run_1/layer_met3.png
Scale bar: 20 um.
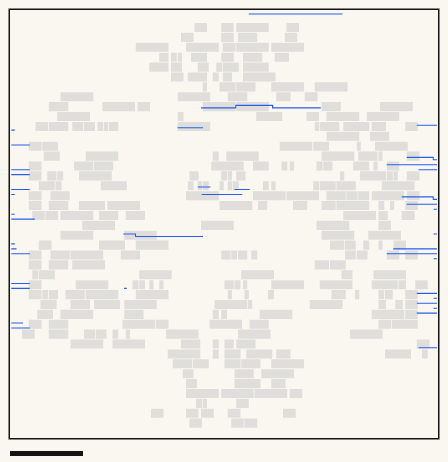
run_1/congestion.png
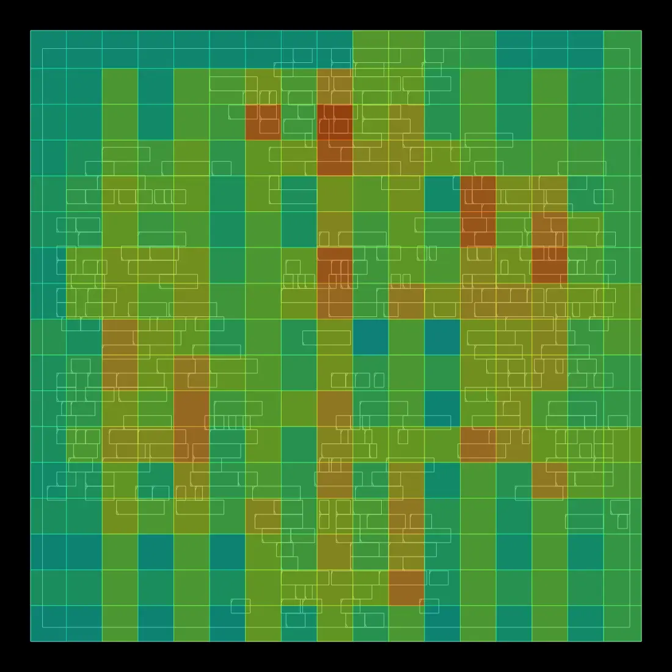
run_1/logic_types.png
Scale bar: 20 um.
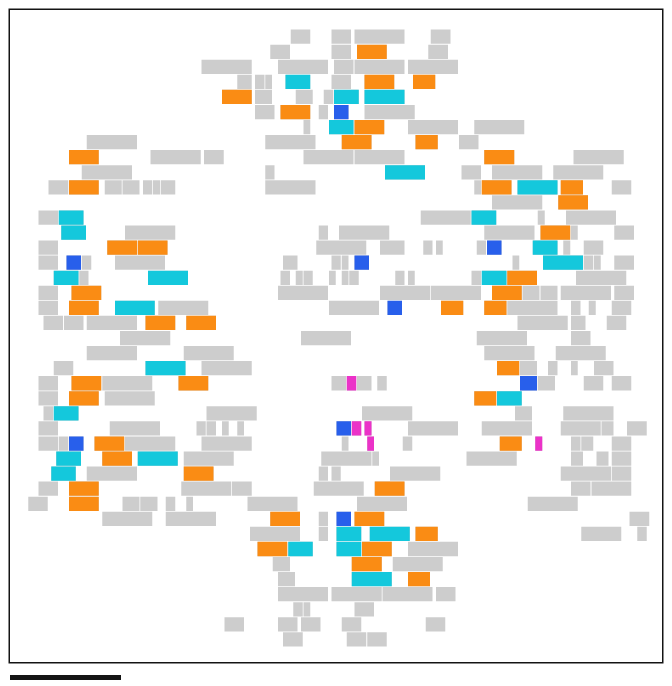
run_1/detail.png
Scale bar: 10 um. Window x 68 to 108, y 9 to 49 um. Cells in grey, sequential cells in the stronger grey; small squares are vias.
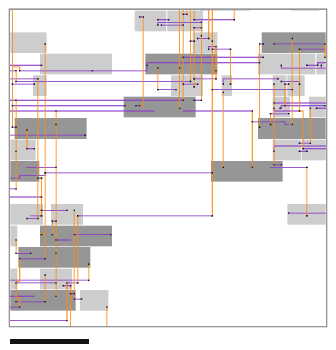
==> config.mk <==
export PLATFORM = sky130hd
export DESIGN_NAME = csa_pipe
export DESIGN_NICKNAME = d
export VERILOG_FILES = /design/src/rtl/csa_pipe.sv
export SDC_FILE = /design/constraint.sdc
export NUM_CORES = 1
export LEC_CHECK = 0
export CAP_MARGIN = 20
export CORE_MARGIN = 2
export CORE_UTILIZATION = 25
export DETAILED_ROUTE_END_ITERATION = 8
export HOLD_SLACK_MARGIN = 0.15
export SLEW_MARGIN = 10
export SYNTH_ARGS = -nofsm -noshare
export SYNTH_HDL_FRONTEND = slang
export SYNTH_SLANG_ARGS = --single-unit
export TNS_END_PERCENT = 10
==> constraint.sdc <==
create_clock -name clk -period 2.55 [get_ports clk]
set_clock_uncertainty 0.2 [all_clocks]
set_input_delay 0.51 -clock clk [delete_from_list [all_inputs] [get_ports clk]]
set_output_delay 0.51 -clock clk [all_outputs]
set_load 0.01 [all_outputs]
==> impl_summary.log <==
[report] implementation figures
INFO  metric io_buffer_count = 55
INFO  metric arrival = 2.44 ns
INFO  metric ys_sh_aoi = 0.0674
INFO  metric n_tap_cell = ~170
INFO  metric power.share.switching = 0.273
INFO  metric grt_antenna_before_repair = 0
INFO  metric outcome = complete, no violations
INFO  metric minimum_hold_slack = around 0.28 ns
INFO  metric postSynthSeqShare = 0.496
INFO  metric power_leader = sequential cells
INFO  metric cpMostUsedCell = sky130_fd_sc_hd__fa_1
INFO  metric synth-adder-area-share = 0.124
INFO  metric ys_cells = roughly 230
INFO  metric flop-count = roughly 64
INFO  metric synth-edff-count = 0
INFO  metric worst-path-max-fanout = 3
INFO  metric grt_pass1_wl = approximately 10000 um
INFO  metric grt_pass1_vias = ~2100
INFO  metric slew_viols_final = 0
INFO  metric seq_power_share = 0.408
INFO  metric netlist_area = about 3200 um^2
INFO  metric grt_max_degree = ~65
INFO  metric combAreaFraction = 0.362
INFO  metric clock_sinks = 64
INFO  metric xor_share_synth = 0.0298
INFO  metric numSynthFlops = 64
INFO  metric pin_count = about 57
INFO  metric wl_met1 = approximately 3000 um
INFO  metric layout.non_clock_inverters = 4
INFO  metric period_needed = between 2 and 2.5 ns
INFO  metric chip_area = 13900 um^2
INFO  metric met3_wirelength = between 200 and 300 um
INFO  metric placeableCoreArea = about 13000 um^2
INFO  metric async_set_or_reset_register_ratio_after_synthesis = 1.00
INFO  metric die-width = between 100 and 150 um
INFO  metric switching_power_summed_over_all_nets = 942 uW
INFO  metric num-multi-input-gates = about 150
INFO  metric cp_num_buf_inv = 0
INFO  metric flop_cell = sky130_fd_sc_hd__dfrtp_1
INFO  metric clk-insertion-delay-late = approximately 0.32 ns
INFO  metric signal_buffers = approximately 62
INFO  metric hold-path-cell-count = 2
INFO  metric clock_net_power = approximately 1.1 mW
INFO  metric final.period_utilization = 0.954
INFO  metric worst_hold_path_type = reg2reg
INFO  metric ff2ff_path_depth = 6
INFO  metric ant_nets = 0
INFO  metric p_per_area = ~820 nW/um^2
INFO  metric pg_comb = around 1000 uW
INFO  metric chip_area_yosys = ~3200 um^2
INFO  metric final.setup.worst_slack = approximately 0.12 ns
INFO  metric tightestPinTransition = between 0.5 and 0.6 ns
INFO  metric synth.top_cells.by_count = sky130_fd_sc_hd__dfrtp_1 (64), sky130_fd_sc_hd__mux2_4 (34), sky130_fd_sc_hd__nand2_1 (17), sky130_fd_sc_hd__o21ai_0 (17), sky130_fd_sc_hd__ha_1 (16)
INFO  metric muxShareOfSynthArea = 0.193
INFO  metric ys_types = 30
INFO  metric top_sig_layer = met4
INFO  metric cp_num_cells = 6
INFO  metric clkCellAreaFrac = 0.0576
INFO  metric areaGrowthSynthToFinish = 30.4%
INFO  metric fillerInstances = 1302
INFO  metric synth.most_common_cell = sky130_fd_sc_hd__dfrtp_1
INFO  metric yosysWarnings = 0
INFO  metric final-setup-viol-count = 0
INFO  metric combinational_cell_fraction_of_total_power = 0.288
INFO  metric power.share.clock = 0.305
INFO  metric final-nonclk-buf-share = 0.145
INFO  metric post-layout-total-power = 3.45 mW
INFO  metric ir_drop = between 0.0003 and 0.0004 V
INFO  metric leakagePower = roughly 1.9 nW
INFO  metric slew_headroom = 0.637
INFO  metric cts-resized-gates = 0
INFO  metric grt_setup_unrepaired = false
INFO  metric seq_area = 1600 um^2
INFO  metric initCoreUtil = 0.256
INFO  metric area.combinational = about 1500 um^2
INFO  metric cts_tree = built
INFO  metric routabilityCongestion = roughly 0.73
INFO  metric clk_path_buf_depth = 2
INFO  metric drtPass1Iterations = 4
INFO  metric hold_violations = 0
INFO  metric seq-cell-share = 0.380
INFO  metric timing.critical_path.max_delay_family = adder cells
INFO  metric core.rowCount = roughly 41
INFO  metric synth.net_count = roughly 290
INFO  metric pg_seq = 1.41 mW
INFO  metric netlist_top_cells_area = sky130_fd_sc_hd__dfrtp_1 (50%), sky130_fd_sc_hd__mux2_4 (16%), sky130_fd_sc_hd__fa_1 (6.2%), sky130_fd_sc_hd__ha_1 (6.2%), sky130_fd_sc_hd__mux2_2 (3.5%)
INFO  metric cell_internal_pwr = about 2.5 mW
INFO  metric regToRegSetupSlack = about 0.12 ns
INFO  metric cts-root-buf = sky130_fd_sc_hd__clkbuf_16
INFO  metric post_synth.cell_area_avg = between 10 and 15 um^2
INFO  metric tritoncts.num_buffers = 9
INFO  metric dr_wl_met2 = 2790 um
INFO  metric openroad_warnings = 27
INFO  metric crit_path_end_kind = flip-flop
INFO  metric fmaxAchievable = 0.411 GHz
INFO  metric ordered_cell_list_for_the_critical_path = a211oi_2 -> o21bai_1 -> a21o_1 -> fa_1 -> fa_1 -> mux2_2
INFO  metric hpwl = between 4000 and 5000 um
INFO  metric n_clock_buffer = 11
INFO  metric htreeDepth = 3
INFO  metric area_leader_share = 0.496
INFO  metric synth_area_leader_cell = sky130_fd_sc_hd__dfrtp_1
INFO  metric number_of_drc_violations_after_detailed_routing = 0
INFO  metric finish.net_count = 357
INFO  metric final_layout_size_suffix_gt1_frac = 0.224
INFO  metric grt_remaining_overflow = 0
INFO  metric cp.required = 2.56 ns
INFO  metric vias_per_cell = 4.09
INFO  metric critical-path-max-stage-delay = roughly 0.43 ns
INFO  metric critPathSlowestCell = sky130_fd_sc_hd__fa_1
INFO  metric place_worst_setup_slack = approximately 0.11 ns
INFO  metric num_antenna_cells = 0
INFO  metric timing.setup.tns = 0 ns
INFO  metric drt_iter0_drc = approximately 70
INFO  metric post_synth_inst_count = about 230
INFO  metric crit_path_start_kind = flip-flop
INFO  metric layout.cells.largest_class = registers
INFO  metric path_clk_slew = about 0.050 ns
INFO  metric setup.worst_path.class = reg2reg
INFO  metric top_logic_kind = multiplexers
INFO  metric ys_sh_simple = 0.0585
INFO  metric maxCapViolations = 0
INFO  metric fp.dieH = roughly 120 um
Notes on layer_met3.png above:
35 nets have wire on it. The layer holds 4.2% of the routed length. The wires run mostly horizontal.
total via count after detailed routing: 1908
met3 usage: 0.0305
total length of routed wires: 6140 um

Notes on congestion.png above:
overall routing resource usage: 0.0979
Finished Core Util: 0.334
wire length per cell after detailed routing: 13.1 um
most utilized layer in the global route result: met2
global-route met1 utilization: 0.128

Notes on logic_types.png above:
Key: NOR gates = magenta [cells 5, most used nor2_1]; multiplexers = orange [cells 44, most used mux2_4, where all over the die]; AND-OR and OR-AND gates = blue [cells 9, most used a21o_1]; adder and majority cells = cyan [cells 26, most used ha_1, where all over the die]
Layout Cells excl Fill: 467
most numerous logic cell after layout: sky130_fd_sc_hd__dfrtp_1

Notes on detail.png above:
Key: metal 1 = purple; metal 2 = orange
30 logic cells have their middle in the window. Sequential cells in the window: 9. Most frequent: dfrtp_1 (9), mux2_2 (4), nand2b_1 (3).

[run 1: through the flow]
stage / cell area, um^2 / utilization / cells
after detailed placement: 3960 / 0.314 / 453
final: 4210 / 0.334 / 467
after global placement: 3960 / 0.314 / 453
after CTS: 4210 / 0.334 / 467
after global routing: 4210 / 0.334 / 467
after floorplan: 3230 / - / 227
[run 1: placed cells by master, fill, tap and decap left out, types with 2 or more instances in the layout]
cell,netlist,layout
sky130_fd_sc_hd__dfrtp_1,64,64
sky130_fd_sc_hd__clkdlybuf4s50_1,0,54
sky130_fd_sc_hd__mux2_4,34,34
sky130_fd_sc_hd__o21ai_0,17,17
sky130_fd_sc_hd__nand2_1,17,17
sky130_fd_sc_hd__ha_1,16,16
sky130_fd_sc_hd__mux2_2,10,10
sky130_fd_sc_hd__fa_1,10,10
sky130_fd_sc_hd__clkbuf_16,0,9
sky130_fd_sc_hd__a21o_1,8,8
sky130_fd_sc_hd__xnor2_1,6,6
sky130_fd_sc_hd__nand3_1,6,6
sky130_fd_sc_hd__a21oi_1,6,6
sky130_fd_sc_hd__xor2_1,5,5
sky130_fd_sc_hd__buf_4,1,5
sky130_fd_sc_hd__inv_1,4,4
sky130_fd_sc_hd__nand2b_1,3,3
sky130_fd_sc_hd__nor2_1,3,3
sky130_fd_sc_hd__nor3_1,2,2
sky130_fd_sc_hd__clkinv_2,0,2
sky130_fd_sc_hd__clkbuf_1,0,2
[run 1: metal layers]
layer	up-vias	GRT usage
met5	-	0
met4	0	0.0429
met3	8	0.0305
met2	43	0.149
met1	934	0.128
li1	923	-
[run 1: what timing repair did]
action,CTS,global route
hold buffers,1,0
buffers inserted,0,0
endpoints found under the hold margin,64,0
Power figures rest on the tool's default switching activity, not on a simulated workload.
